**config.mk**
```make
export PLATFORM = sky130hd
export DESIGN_NAME = imem_fetch_seq_flat
export DESIGN_NICKNAME = d
export VERILOG_FILES = /design/src/rtl/imem_fetch_seq_pkg.sv /design/src/rtl/imem_fetch_seq_if.sv /design/src/rtl/imem_fetch_seq_assembler.sv /design/src/rtl/imem_fetch_seq.sv /design/src/flat_wrapper.sv
export SDC_FILE = /design/constraint.sdc
export NUM_CORES = 1
export LEC_CHECK = 0
export CORE_UTILIZATION = 50
export CTS_CLUSTER_DIAMETER = 30
export DETAILED_ROUTE_END_ITERATION = 6
export PLACE_DENSITY_LB_ADDON = 0.05
export SLEW_MARGIN = 20
export SYNTH_ARGS = -nofsm -noshare
export SYNTH_HDL_FRONTEND = slang
export SYNTH_SLANG_ARGS = --single-unit
```
**constraint.sdc**
```tcl
create_clock -name clk -period 5.7 [get_ports clk]
set_clock_uncertainty 0.2 [all_clocks]
set_input_delay 1.14 -clock clk [delete_from_list [all_inputs] [get_ports clk]]
set_output_delay 1.14 -clock clk [all_outputs]
set_load 0.02 [all_outputs]
```
**src/rtl/imem_fetch_seq_pkg.sv**
```systemverilog
// Shared types and constants for the instruction-fetch sequencer.
// Used by all builds; ERR is only reachable when IFETCH_ALIGN_CHECK_EN is defined.
package imem_fetch_pkg;

  typedef enum logic [1:0] {
    IDLE  = 2'd0,
    FETCH = 2'd1,
    HOLD  = 2'd2,
    ERR   = 2'd3
  } fetch_state_t;

  localparam int          BYTES_PER_WORD = 4;
  localparam int          BYTE_CNT_W     = 2;
  localparam logic [31:0] PC_STEP        = 32'd4;

  function automatic logic is_misaligned(input logic [31:0] addr);
    return addr[1:0] != 2'b00;
  endfunction

endpackage

```
**src/rtl/imem_fetch_seq_if.sv**
```systemverilog
// Memory port, redirect and instruction handshake bundle for imem_fetch_seq.
// misalign_err exists only when IFETCH_ALIGN_CHECK_EN is defined.
interface imem_fetch_seq_if #(
  parameter int ADR_W = 16
);
  logic [ADR_W-1:0] mem_adr;
  logic             mem_rd;
  logic [7:0]       mem_data;
  logic             redirect_valid;
  logic [31:0]      redirect_pc;
  logic             inst_valid;
  logic             inst_ready;
  logic [31:0]      inst_out;
  logic [31:0]      inst_pc;
`ifdef IFETCH_ALIGN_CHECK_EN
  logic             misalign_err;

  modport master (
    output mem_adr, mem_rd, inst_valid, inst_out, inst_pc, misalign_err,
    input  mem_data, redirect_valid, redirect_pc, inst_ready
  );
  modport slave (
    input  mem_adr, mem_rd, inst_valid, inst_out, inst_pc, misalign_err,
    output mem_data, redirect_valid, redirect_pc, inst_ready
  );
`else
  modport master (
    output mem_adr, mem_rd, inst_valid, inst_out, inst_pc,
    input  mem_data, redirect_valid, redirect_pc, inst_ready
  );
  modport slave (
    input  mem_adr, mem_rd, inst_valid, inst_out, inst_pc,
    output mem_data, redirect_valid, redirect_pc, inst_ready
  );
`endif
endinterface

```
**src/rtl/imem_fetch_seq_assembler.sv**
```systemverilog
// 4x8 lane register that gathers instruction bytes into a little-endian word.
// Independent of IFETCH_ALIGN_CHECK_EN.
module imem_byte_assembler
  import imem_fetch_pkg::*;
(
  input  logic                  clk,
  input  logic                  clr,
  input  logic                  we,
  input  logic [BYTE_CNT_W-1:0] sel,
  input  logic [7:0]            din,
  output logic [31:0]           word
);

  logic [7:0] lane [BYTES_PER_WORD];

  always_ff @(posedge clk) begin
    if (clr) begin
      for (int i = 0; i < BYTES_PER_WORD; i++) lane[i] <= 8'h00;
    end else if (we) begin
      lane[sel] <= din;
    end
  end

  // Write-through view: the lane being written shows din, so the last byte
  // can be captured into the full word on the same edge it arrives.
  always_comb begin
    word = {lane[3], lane[2], lane[1], lane[0]};
    if (we && !clr) word[8*sel +: 8] = din;
  end

endmodule

```
**src/rtl/imem_fetch_seq.sv**
```systemverilog
// Byte-serial instruction fetch sequencer: 4 reads per word, valid/ready to core.
// Define IFETCH_ALIGN_CHECK_EN to trap misaligned PCs in an ERR state.
module imem_fetch_seq
  import imem_fetch_pkg::*;
#(
  parameter logic [31:0] RESET_PC = 32'h0000_0000,
  parameter int          ADR_W    = 16
) (
  input logic             clk,
  input logic             rst,
  imem_fetch_seq_if.master bus
);

  localparam logic [BYTE_CNT_W-1:0] LAST_LANE = BYTE_CNT_W'(BYTES_PER_WORD - 1);

  fetch_state_t          state;
  logic [31:0]           pc;
  logic [BYTE_CNT_W-1:0] cnt;
  logic [ADR_W-1:0]      mem_adr;
  logic                  mem_rd;
  logic                  inst_valid;
  logic [31:0]           inst_out;
  logic [31:0]           inst_pc;
  logic [31:0]           asm_word;
  logic [31:0]           pc_step;
  logic [ADR_W-1:0]      adr_next;
`ifdef IFETCH_ALIGN_CHECK_EN
  logic                  misalign_err;
`endif

  assign pc_step  = pc + PC_STEP;
  assign adr_next = pc[ADR_W-1:0] + {{(ADR_W-BYTE_CNT_W){1'b0}}, cnt} + 1'b1;

  imem_byte_assembler u_asm (
    .clk  (clk),
    .clr  (rst | bus.redirect_valid),
    .we   (state == FETCH),
    .sel  (cnt),
    .din  (bus.mem_data),
    .word (asm_word)
  );

  always_ff @(posedge clk) begin
    if (rst) begin
      state      <= IDLE;
      pc         <= RESET_PC;
      cnt        <= '0;
      mem_adr    <= '0;
      mem_rd     <= 1'b0;
      inst_valid <= 1'b0;
      inst_out   <= '0;
      inst_pc    <= '0;
`ifdef IFETCH_ALIGN_CHECK_EN
      misalign_err <= 1'b0;
`endif
    end else if (bus.redirect_valid) begin
      // A coincident handshake is simply treated as consumed.
      pc         <= bus.redirect_pc;
      cnt        <= '0;
      inst_valid <= 1'b0;
`ifdef IFETCH_ALIGN_CHECK_EN
      if (is_misaligned(bus.redirect_pc)) begin
        state        <= ERR;
        mem_rd       <= 1'b0;
        misalign_err <= 1'b1;
      end else begin
        state        <= FETCH;
        mem_rd       <= 1'b1;
        mem_adr      <= bus.redirect_pc[ADR_W-1:0];
        misalign_err <= 1'b0;
      end
`else
      state   <= FETCH;
      mem_rd  <= 1'b1;
      mem_adr <= bus.redirect_pc[ADR_W-1:0];
`endif
    end else begin
      case (state)
        IDLE: begin
`ifdef IFETCH_ALIGN_CHECK_EN
          if (is_misaligned(pc)) begin
            state        <= ERR;
            misalign_err <= 1'b1;
          end else begin
            state   <= FETCH;
            mem_rd  <= 1'b1;
            mem_adr <= pc[ADR_W-1:0];
          end
`else
          state   <= FETCH;
          mem_rd  <= 1'b1;
          mem_adr <= pc[ADR_W-1:0];
`endif
        end
        FETCH: begin
          if (cnt == LAST_LANE) begin
            state      <= HOLD;
            cnt        <= '0;
            mem_rd     <= 1'b0;
            inst_valid <= 1'b1;
            inst_out   <= asm_word;
            inst_pc    <= pc;
          end else begin
            cnt     <= cnt + 1'b1;
            mem_adr <= adr_next;
          end
        end
        HOLD: begin
          if (bus.inst_ready) begin
            state      <= FETCH;
            pc         <= pc_step;
            cnt        <= '0;
            inst_valid <= 1'b0;
            mem_rd     <= 1'b1;
            mem_adr    <= pc_step[ADR_W-1:0];
          end
        end
        ERR: begin
          state <= ERR;
        end
        default: state <= IDLE;
      endcase
    end
  end

  assign bus.mem_adr    = mem_adr;
  assign bus.mem_rd     = mem_rd;
  assign bus.inst_valid = inst_valid;
  assign bus.inst_out   = inst_out;
  assign bus.inst_pc    = inst_pc;
`ifdef IFETCH_ALIGN_CHECK_EN
  assign bus.misalign_err = misalign_err;
`endif

endmodule

```
**src/flat_wrapper.sv**
```systemverilog
// flat-port wrapper written by rule: the top's interface ports become plain ports
module imem_fetch_seq_flat import imem_fetch_pkg::*;
#(
  parameter logic [31:0] RESET_PC = 32'h0000_0000,
  parameter int          ADR_W    = 16
)
  (clk, rst, bus_mem_adr, bus_mem_rd, bus_inst_valid, bus_inst_out, bus_inst_pc, bus_mem_data, bus_redirect_valid, bus_redirect_pc, bus_inst_ready);
  imem_fetch_seq_if #(.ADR_W(ADR_W)) bus_i ();
  input logic clk;
  input logic rst;
  output wire logic [$bits(bus_i.mem_adr)-1:0] bus_mem_adr;
  output wire logic [$bits(bus_i.mem_rd)-1:0] bus_mem_rd;
  output wire logic [$bits(bus_i.inst_valid)-1:0] bus_inst_valid;
  output wire logic [$bits(bus_i.inst_out)-1:0] bus_inst_out;
  output wire logic [$bits(bus_i.inst_pc)-1:0] bus_inst_pc;
  input wire logic [$bits(bus_i.mem_data)-1:0] bus_mem_data;
  input wire logic [$bits(bus_i.redirect_valid)-1:0] bus_redirect_valid;
  input wire logic [$bits(bus_i.redirect_pc)-1:0] bus_redirect_pc;
  input wire logic [$bits(bus_i.inst_ready)-1:0] bus_inst_ready;
  assign bus_mem_adr = bus_i.mem_adr;
  assign bus_mem_rd = bus_i.mem_rd;
  assign bus_inst_valid = bus_i.inst_valid;
  assign bus_inst_out = bus_i.inst_out;
  assign bus_inst_pc = bus_i.inst_pc;
  assign bus_i.mem_data = bus_mem_data;
  assign bus_i.redirect_valid = bus_redirect_valid;
  assign bus_i.redirect_pc = bus_redirect_pc;
  assign bus_i.inst_ready = bus_inst_ready;
  imem_fetch_seq #(.RESET_PC(RESET_PC), .ADR_W(ADR_W)) u_core (.clk(clk), .rst(rst), .bus(bus_i));
endmodule
```
Run 1, drive-strength map:
Drawn at 4 px/µm.
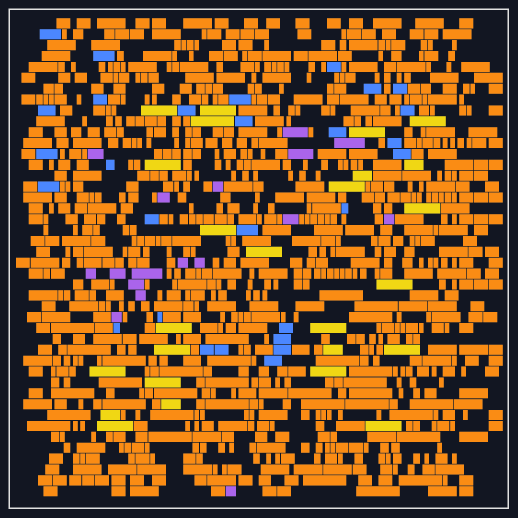
Key: x1 and smaller = orange [cells 881]; x2 = blue [cells 28]; x6 and larger = yellow [cells 25]; x3 and x4 = purple [cells 17]
Area Overhead vs Synth: 24.6%
Plain + repair buffers: 131
finished layout cell area: 0.00933 mm²

Run 1, signal wires on met2:
Drawn at 3 px/µm.
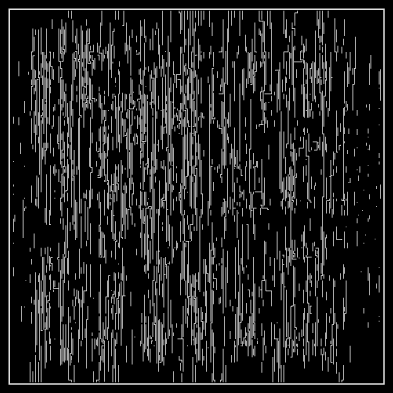
The layer carries 8770 µm of wire. The wires run mostly vertical. The layer holds 44% of the routed length. 833 nets have wire on it. The longest straight run is 46.2 µm.
GR met2 Demand/Resource: 0.394
routed wire length: 20000 µm
Vias: 6698

Run 1, zoomed window:
Region (50, 50) to (75, 75) µm. Cells in gray, sequential cells in the stronger gray; small squares are vias.
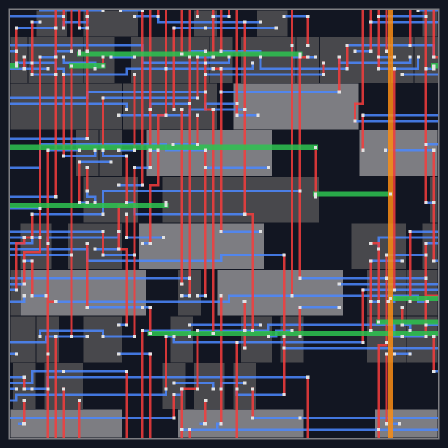
Key: M4 = orange; M2 = red; M3 = green; M1 = blue
Netlist names of flops here include u_core.pc (5), u_core.bus.inst_pc (2), u_core.bus.mem_adr (2). Most frequent: nand2_1 (13), dfxtp_1 (9), a21oi_1 (6). Sequential cells in the window: 9. 48 logic cells have their middle in the window.

-- run 1: how the worst max path moves through the flow --
stage / start / to / slack (ns)
5_1_grt: bus_redirect_valid / u_core.bus.mem_adr[3] / 1.93
4_1_cts: bus_redirect_valid / u_core.bus.mem_adr[13] / 2.14
6_report: bus_redirect_valid / u_core.bus.mem_adr[12] / 2.07
3_5_place_dp: bus_redirect_valid / u_core.bus.mem_adr[13] / 1.70
3_3_place_gp: bus_redirect_valid / u_core.bus.mem_adr[10] / 1.73
2_1_floorplan: bus_redirect_valid / u_core.u_asm.lane[0][0] / 2.92
-- run 1: cells in the final DEF (no fill, tap or decap), drive strengths merged, types with 7 or more instances in the layout --
cell type	n
a31oi	9
a211oi	19
nand2b	8
nor3	24
a311oi	38
edfxtp	32
ha	15
a21oi	59
clkdlybuf4s50	124
nor2	77
nand2	143
buf	7
nand3	46
inv	14
dfxtp	118
a221oi	9
and3	10
o21ai	11
and2	39
clkbuf	27
xnor2	21
xor2	13
nand4	9
-- run 1: cell usage after synthesis, types with 3 or more instances --
| master | count |
|---|---|
| o31ai_1 | 4 |
| o21bai_1 | 3 |
| nor3_2 | 8 |
| or3_1 | 3 |
| dfxtp_1 | 118 |
| edfxtp_1 | 32 |
| inv_1 | 13 |
| xor2_1 | 13 |
| xnor2_1 | 21 |
| nand2_1 | 142 |
| buf_4 | 5 |
| a221oi_1 | 5 |
| nand2b_1 | 8 |
| and3_1 | 10 |
| a311oi_1 | 36 |
| nand4_1 | 7 |
| a211oi_1 | 18 |
| o221ai_1 | 6 |
| buf_2 | 21 |
| a31oi_1 | 7 |
| and4_1 | 4 |
| o21a_1 | 3 |
| clkbuf_1 | 32 |
| and2_1 | 39 |
| o211ai_1 | 6 |
| nor2_1 | 77 |
| o21ai_0 | 9 |
| a21oi_1 | 59 |
| ha_1 | 15 |
| a221oi_2 | 4 |
| o22ai_1 | 4 |
| nor3_1 | 16 |
| nand3_1 | 43 |
| buf_1 | 5 |
-- run 1: worst max-delay path, cell delays in order --
cell	delay, ns
clkdlybuf4s50_1	0.85
buf_4	0.42
a31o_1	0.71
o221ai_1	0.32
a221oi_2	0.32
-- run 1: power groups by stage --
stage               registers (mW)  logic [mW]  clock network (mW)
finish                        1.17       0.273                1.13
global route                  1.18       0.297                1.20
CTS                           1.17       0.272                1.15
detailed placement            1.19       0.270                   0
global placement              1.19       0.265                   0
floorplan                     1.18       0.169                   0
-- run 1: final cells by class --
| type | count | share of cell area |
|---|---|---|
| sequential | 150 | 0.356 |
| clock buffer | 27 | 0.0595 |
| clock inverter | 5 | 0.00603 |
| inverter | 16 | 0.00643 |
| multi-input combinational | 622 | 0.409 |
| timing repair buffer | 131 | 0.139 |
| tap | 184 | 0.0247 |
-- run 1: routing by layer --
metal / global-route usage / share of wire / wire length [µm] / up-vias
met5: 0 / 0 / 0 / -
met4: 0.0907 / 0.016 / 311 / 0
met3: 0.0494 / 0.065 / 1300 / 31
met2: 0.394 / 0.44 / 8770 / 242
met1: 0.374 / 0.48 / 9650 / 3202
li1: - / - / - / 3223
==> run notes, run 1 <==
yosys + openroad results -> status=finished clean, vias in the first global route=~6300, CP arrival=3.77 ns, Logic family by area=simple AND/OR/NAND/NOR gates, Reg area=~0.0033 mm², Routed Antenna Nets=0, post-synth top area cell=dfxtp_1, worst hold slack=between 0.2 and 0.3 ns, fin cells=between 1000 and 1500, Setup violations, final=0, # IOs=between 100 and 150, first-pass GRT wire length=approximately 32000 µm, GP Congestion=between 0.8 and 0.9, MI comb area=between 0.003 and 0.004 mm², total gr overflow=0, post-synthesis compound-gate area fraction=0.184, ys cells=854, maximum root-to-sink buffer count=2, die width=124 µm, Core Area=around 0.015 mm², clock-pin slew on the worst setup and hold paths=0.06 ns, RSZ-0062 raised after global routing=false, worst reg-to-reg setup slack=2.44 ns, DR iter-0 viols=between 500 and 600, number of post-CTS setup repair buffers=0, P_int=1.95 mW, number of logged tool warnings=36, largest net degree at the start of global routing=between 90 and 100, worst-path fanout max=25, CP Launch Type=input port, DIE AREA=about 0.015 mm², static leakage=around 3.1 nW, pwr dens=between 200 and 300 mW/mm², cts repair resizes=0, reg2reg end=u_core.bus.inst_out[10], row cnt=44, Yosys chip area=approximately 0.0075 mm², cts bufs inserted=17, max-slew violations=0, NetSw=about 620 µW, Synth Flop Type=dfxtp_1, critical path capture point type=register, H-tree Lvls=4, f_max=approximately 280 MHz, Top-area cell share=0.315, EDFF count, synth=32, Least-Margin Pin Slew=0.966 ns, CTS tree=yes, synth unique cells=about 74, worst vdd ir=0.228 mV, iteration count of the initial detailed-routing pass=5, Final TNS setup=0 ns, placed cell area=approximately 0.0087 mm², Final min period=about 3.6 ns, Worst Setup Slack post-DPL=1.70 ns, # diodes=0, chip height=~120 µm, Crit Path Category=in2reg, Via density=5.90, nets=roughly 1000, Mapped Area=between 0.007 and 0.008 mm², Root Driver=clkbuf_16, Fin. Hold Viols=0, AND/OR/NAND/NOR Cells, Area Fraction=0.252, initial antenna violation count=0, clock share of power=0.439, Logic pwr share=0.106, top cells, area=dfxtp_1 (32%), edfxtp_1 (13%), nand2_1 (7.1%), clk sinks=~150, Pre-Place Util=0.513, post-synthesis sequential element count=150, placed cells=approximately 1100, crit share post-route=0.637, Cells after Synth=between 800 and 900, GRT Util Overall=0.261, layout cells sized above 1=0.0736, worst hold path type=reg2reg, Adder Share, Synth=0.0277, max_slew headroom=0.354, Worst Min Path Start=u_core.bus.inst_pc[10], tally of filler cells in the layout=1217, DP HPWL=between 10000 and 15000 µm, Seq/Total Area, Yosys=0.444, Async SR Flop Fraction=0, drt drc=0, R2R depth=7, post-layout util=0.640, Min-Delay Endpoint=u_core.bus.inst_pc[10], reg2reg start=u_core.state[1], MaxCap Viol Count=0, hold_buf cts=0, syn_nets=~910, post-route setup slack=approximately 2.1 ns, Total Power=between 2 and 3 mW, IO Port Bufs=between 100 and 150, xor-xnor portion of the synthesized cell area=0.0398, switching portion of total power=0.242, Req. time, crit path=between 5 and 6 ns, hold depth=2, mux frac, synth=0.00267, Synth warnings=0, clk_lat worst skew=0.42 ns, Reg power frac=0.455, Mapped Avg Cell Area=slightly below 9 µm², WL/cell=roughly 18 µm
## Run 2: what changed since run 1
--- a/config.mk
+++ b/config.mk
@@ -5,7 +5,7 @@
 export SDC_FILE = /design/constraint.sdc
 export NUM_CORES = 1
 export LEC_CHECK = 0
-export CORE_UTILIZATION = 50
+export CORE_UTILIZATION = 48
 export CTS_CLUSTER_DIAMETER = 30
 export DETAILED_ROUTE_END_ITERATION = 6
 export PLACE_DENSITY_LB_ADDON = 0.05
==> constraint.sdc (replaced) <==
create_clock -name clk -period 3.2 [get_ports clk]
set_clock_uncertainty 0.2 [all_clocks]
set_input_delay 0.64 -clock clk [delete_from_list [all_inputs] [get_ports clk]]
set_output_delay 0.64 -clock clk [all_outputs]
set_load 0.02 [all_outputs]
Run 2, sequential cells grouped by signal name:
Drawn at 3 px/µm. Other sequential cells in the stronger gray, the rest of the logic in the fainter gray.
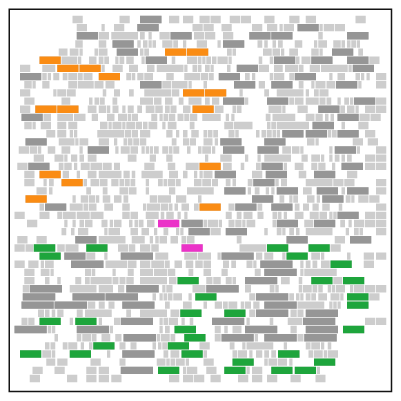
Key: u_core.bus.inst_out = green [flops 32]; u_core.bus.mem_adr = orange [flops 16]; u_core.cnt = magenta [flops 2]
Another 100 sequential cells are not colored.
seq pwr: 2.07 mW
post-layout util: 0.627
flop share of the area: 0.349

==> run 2 against run 1 <==
Net effect:
- critical path depth grew 3
- sequential cell count unchanged
- via count grew 0.30%
- critical endpoint is now u_core.bus.mem_adr[9]
==> run notes, run 2 <==
yosys + openroad results -> Mapped Avg Cell Area=about 8.8 µm², switching portion of total power=0.252, CTS tree=yes, Area Overhead vs Synth=27.2%, top cells, area=dfxtp_1 (32%), edfxtp_1 (13%), nand2_1 (7.1%), Cells after Synth=~850, syn_nets=roughly 910, Core Area=approximately 0.015 mm², initial antenna violation count=0, cts repair resizes=0, DP HPWL=approximately 14000 µm, worst hold path type=reg2reg, GP Congestion=between 0.9 and 1, critical path capture point type=register, P_int=around 3.5 mW, routed wire length=~20000 µm, NetSw=between 1 and 1.5 mW, layout cells sized above 1=0.0964, Seq/Total Area, Yosys=0.444, static leakage=roughly 3.2 nW, Reg power frac=0.448, first-pass GRT wire length=between 30000 and 40000 µm, row cnt=between 40 and 50, Synth Flop Type=dfxtp_1, vias in the first global route=~6400, post-synthesis sequential element count=approximately 150, Crit Path Category=reg2reg, f_max=about 380 MHz, Setup violations, final=0, CP arrival=around 2.7 ns, Top-area cell share=0.315, largest net degree at the start of global routing=62, H-tree Lvls=4, Vias=about 6700, max_slew headroom=0.525, clock share of power=0.440, worst hold slack=0.254 ns, # diodes=0, worst vdd ir=approximately 0.4 mV, CP Launch Type=register, Async SR Flop Fraction=0, clk sinks=~150, hold_buf cts=0, Pre-Place Util=0.493, RSZ-0062 raised after global routing=false, ys cells=854, Logic pwr share=0.112, worst-path fanout max=11, number of logged tool warnings=36, clk_lat worst skew=about 0.43 ns, IO Port Bufs=125, Req. time, crit path=about 3.3 ns, cts bufs inserted=17, synth unique cells=~74, die width=around 130 µm, Routed Antenna Nets=0, Fin. Hold Viols=0, max-slew violations=0, WL/cell=about 17 µm, Top cell excl fill/tap=nand2_1, MaxCap Viol Count=0, Least-Margin Pin Slew=between 0.7 and 0.8 ns, Final TNS setup=0 ns, crit share post-route=0.827, clock-pin slew on the worst setup and hold paths=0.06 ns, dominant cell by count in the synthesized netlist=nand2_1, post-synth top area cell=dfxtp_1, most frequent cells in the layout=nand2_1 (142), clkdlybuf4s50_1 (124), dfxtp_1 (118), nor2_1 (76), a21oi_1 (59), maximum root-to-sink buffer count=2, drt drc=0, Synth warnings=0, # IOs=approximately 130, Final min period=around 2.6 ns, status=finished clean, Via density=slightly below 6, number of post-CTS setup repair buffers=0, Root Driver=clkbuf_16, total gr overflow=0, chip height=between 100 and 150 µm, commonest cells in the netlist=nand2_1 (142), dfxtp_1 (118), nor2_1 (77), a21oi_1 (59), nand3_1 (43), Mapped Area=between 0.007 and 0.008 mm², pwr dens=about 490 mW/mm², iteration count of the initial detailed-routing pass=7, DR iter-0 viols=roughly 570, nets=about 1000, DIE AREA=approximately 0.016 mm², Yosys chip area=0.00749 mm², GRT Util Overall=0.263, EDFF count, synth=32
run 2: cell counts after synthesis:
Identical to the previous run, type by type.
run 2: critical path, cell delays in order (launching register included):
cell	delay [ns]
dfxtp_1	0.39
inv_1	0.09
ha_1	0.36
buf_4	0.24
nand2b_1	0.13
a31o_1	0.52
nand2_4	0.14
a221oi_1	0.32
a221oi_2	0.10
run 2: kinds of logic after synthesis:
group	after synthesis	synth area share
mux	2	0.00267
simple gates	380	0.252
compound gates	190	0.184
fa+ha+maj	16	0.0277
buf+inv	82	0.0493
xor+xnor	34	0.0398
flops	150	0.444
run 2: power by group through the flow:
stage	clock network [mW]	registers, mW	logic, mW
6_report	2.04	2.07	0.520
5_1_grt	2.15	2.08	0.563
4_1_cts	2.07	2.07	0.514
3_5_place_dp	0	2.11	0.510
3_3_place_gp	0	2.11	0.500
2_1_floorplan	0	2.11	0.302
run 2: final timing paths:
kind | startpoint | endpoint | slack, ns | depth (start not counted)
worst max-delay path | u_core.state[0] | u_core.bus.mem_adr[9] | 0.55 | 8
worst min-delay path | u_core.bus.inst_pc[20] | u_core.bus.inst_pc[20] | 0.25 | 2
worst max register to register | u_core.state[0] | u_core.bus.mem_adr[9] | 0.55 | 8
worst min register to register | u_core.bus.inst_pc[20] | u_core.bus.inst_pc[20] | 0.25 | 2
run 2: area by class of cell:
class	count	area (µm²)
fillers	1311	5670
multi-input cells	622	3810
flip-flops and latches	150	3320
repair buffers	155	1500
clock buffers	22	485
well taps	188	235
clock inverters	10	116
inverters	16	60.1
run 2: per-layer routing:
layer  vias to the layer above  share of wire  track usage
met1                      3157           0.48        0.377
met4                         0          0.019        0.104
met5                         -              0            0
li1                       3270              -            -
met2                       258           0.43        0.387
met3                        33          0.068       0.0531
run 2: metrics by stage:
step	power (mW)	instances	setup slack, ns	cell area, µm²
floorplan	2.41	854	0.812	7490
global placement	2.61	1131	0.422	8920
detailed placement	2.62	1131	0.321	8920
CTS	4.66	1163	0.571	9520
global route	4.80	1163	0.413	9530
finish	4.63	1163	0.552	9530
## Run 3: what changed since run 2
--- a/config.mk
+++ b/config.mk
@@ -5,7 +5,7 @@
 export SDC_FILE = /design/constraint.sdc
 export NUM_CORES = 1
 export LEC_CHECK = 0
-export CORE_UTILIZATION = 48
+export CORE_UTILIZATION = 50
 export CTS_CLUSTER_DIAMETER = 30
 export DETAILED_ROUTE_END_ITERATION = 6
 export PLACE_DENSITY_LB_ADDON = 0.05
==> constraint.sdc (replaced) <==
create_clock -name clk -period 2.6 [get_ports clk]
set_clock_uncertainty 0.2 [all_clocks]
set_input_delay 0.52 -clock clk [delete_from_list [all_inputs] [get_ports clk]]
set_output_delay 0.52 -clock clk [all_outputs]
set_load 0.02 [all_outputs]
Run 3, track usage over the die:
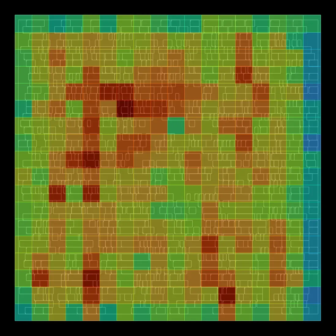
grt met3 use: 0.0563
most used routing layer: met1

==> run 3 against run 2 <==
Net effect:
- first-iteration DRC count up 4.6%
- die size decreased by 3.9%
- global-route usage up 1.1 points
- sequential power is 23% higher
- worst setup slack got worse by 0.39 ns
- cell count grew 1.2%
- power increased by 29%
- wire length grew 3.0%
- core utilization increased by 4.3 points
- critical path depth decreased by 1
- combinational power up 31%
- largest cell class unchanged
==> run notes, run 3 <==
yosys + openroad results -> syn_nets=approximately 910, Top-area cell share=0.315, post-synthesis sequential element count=roughly 150, CTS tree=yes, DR iter-0 viols=595, drt drc=0, DP HPWL=14800 µm, DIE AREA=0.0155 mm², worst hold path type=in2reg, number of post-CTS setup repair buffers=0, Fin. Hold Viols=0, Pre-Place Util=0.513, largest net degree at the start of global routing=just under 90, clk_lat worst skew=0.43 ns, # IOs=between 100 and 150, cts repair resizes=0, routed wire length=roughly 21000 µm, hold_buf cts=0, Final min period=2.44 ns, most frequent cells in the layout=nand2_1 (142), clkdlybuf4s50_1 (124), dfxtp_1 (118), nor2_1 (76), a21oi_1 (59), max-slew violations=0, placed cells=approximately 1100, number of logged tool warnings=36, Mapped Avg Cell Area=~8.8 µm², CP bufs+invs=1, Crit Path Category=reg2reg, row cnt=44, cts bufs inserted=17, # diodes=0, initial antenna violation count=0, max_slew headroom=0.512, static leakage=approximately 3.4 nW, IO Port Bufs=between 100 and 150, met3 wire length=between 1000 and 1500 µm, Crit-path slowest cell=or3_4, Area Overhead vs Synth=30.5%, Seq/Total Area, Yosys=0.444, H-tree Lvls=4, chip height=124 µm, MaxCap Viol Count=0, crit-path cells=inv_1, ha_1, or3_4, a31oi_4, nor2_1, o21a_1, a31oi_2, synth unique cells=roughly 74, critical path capture point type=register, Setup violations, final=0, Req. time, crit path=between 2 and 3 ns, maximum root-to-sink buffer count=2, iteration count of the initial detailed-routing pass=5, first-pass GRT wire length=between 30000 and 40000 µm, worst-path fanout max=13, Async SR Flop Fraction=0, vias in the first global route=~6600, status=finished clean, CP top delay family=AND-OR/OR-AND gates, dominant cell by count in the synthesized netlist=nand2_1, GRT Util Overall=0.274, clk sinks=~150, die width=124 µm, RSZ-0062 raised after global routing=false, WL/cell=17.7 µm, Mapped Area=0.00749 mm², fin cells=around 1200, EDFF count, synth=32, Metal-1 WL=between 10000 and 15000 µm, CP arrival=about 2.6 ns, Cells after Synth=~850, ys cells=854, Final TNS setup=0 ns, GP Congestion=just over 0.9, Routed Antenna Nets=0, Root Driver=clkbuf_16, Via density=just under 6, Synth warnings=0, f_max=410 MHz, Synth Flop Type=dfxtp_1, Top cell excl fill/tap=nand2_1, CP Launch Type=register, pwr dens=a little over 600 mW/mm², worst vdd ir=0.440 mV, post-synth top area cell=dfxtp_1, Yosys chip area=roughly 0.0075 mm², tally of filler cells in the layout=1199, Top Layer Used=met4, crit share post-route=0.938, total gr overflow=0, clock-pin slew on the worst setup and hold paths=0.06 ns, commonest cells in the netlist=nand2_1 (142), dfxtp_1 (118), nor2_1 (77), a21oi_1 (59), nand3_1 (43), largest stage delay on the critical path=about 0.46 ns, Met2 Routed Length=just under 9000 µm, Core Area=0.0146 mm², Least-Margin Pin Slew=about 0.73 ns, top cells, area=dfxtp_1 (32%), edfxtp_1 (13%), nand2_1 (7.1%), layout cells sized above 1=0.112, nets=between 1000 and 1500, Vias=just under 7000
run 3: cell counts after synthesis:
Identical to the previous run, type by type.
run 3: layout make-up:
class / count / area [µm²] / area share
Multi-Input combinational cell: 622 / 3810 / 0.390
Sequential cell: 150 / 3320 / 0.340
Timing Repair Buffer: 173 / 1700 / 0.174
Clock buffer: 22 / 464 / 0.0475
Tap cell: 184 / 230 / 0.0235
Clock inverter: 10 / 193 / 0.0197
Inverter: 16 / 60.1 / 0.00614
run 3: worst register-to-register path, cell delays in order, from the launching register on:
cell,delay (ns)
dfxtp_1,0.40
inv_1,0.09
ha_1,0.37
or3_4,0.46
a31oi_4,0.42
nor2_1,0.13
o21a_1,0.14
a31oi_2,0.17
run 3: layer usage:
layer / global-route usage / vias up
met5: 0 / -
met4: 0.0865 / 0
met3: 0.0563 / 29
met2: 0.400 / 245
met1: 0.401 / 3281
li1: - / 3301
run 3: logic make-up after synthesis:
group	Yosys count	share of synthesized area
buffers and inverters	82	0.0493
xor gates and xnor gates	34	0.0398
and+or+nand+nor	380	0.252
AOI/OAI and AO/OA	190	0.184
muxes	2	0.00267
adders and majority gates	16	0.0277
DFF	150	0.444
run 3: metrics by stage:
stage	area [µm²]	power [mW]	utilization	setup WS, ns	hold slack [ns]
2_1_floorplan	7490	2.97	-	0.212	0.252
3_3_place_gp	9110	3.25	0.625	0.0679	0.242
3_5_place_dp	9110	3.27	0.625	0.00804	0.247
4_1_cts	9770	6.00	0.670	0.174	0.151
5_1_grt	9780	6.18	0.670	0.000254	0.166
6_report	9780	5.98	0.670	0.162	0.157
run 3: path summary, 6_finish.rpt:
kind	from	to	slack, ns	cells after the start
setup / recovery	u_core.state[0]	u_core.bus.mem_adr[15]	0.16	7
hold / removal	rst	u_core.cnt[0]	0.16	2
setup reg to reg	u_core.state[0]	u_core.bus.mem_adr[15]	0.16	7
hold reg to reg	u_core.bus.inst_pc[22]	u_core.bus.inst_pc[22]	0.25	2
run 3: where the power goes:
group	switching [mW]	internal, mW	total (mW)
clock	0.986	1.76	2.75
combinational	0.384	0.298	0.682
sequential	0.0813	2.47	2.55
Power is estimated from default activity; no workload was simulated.
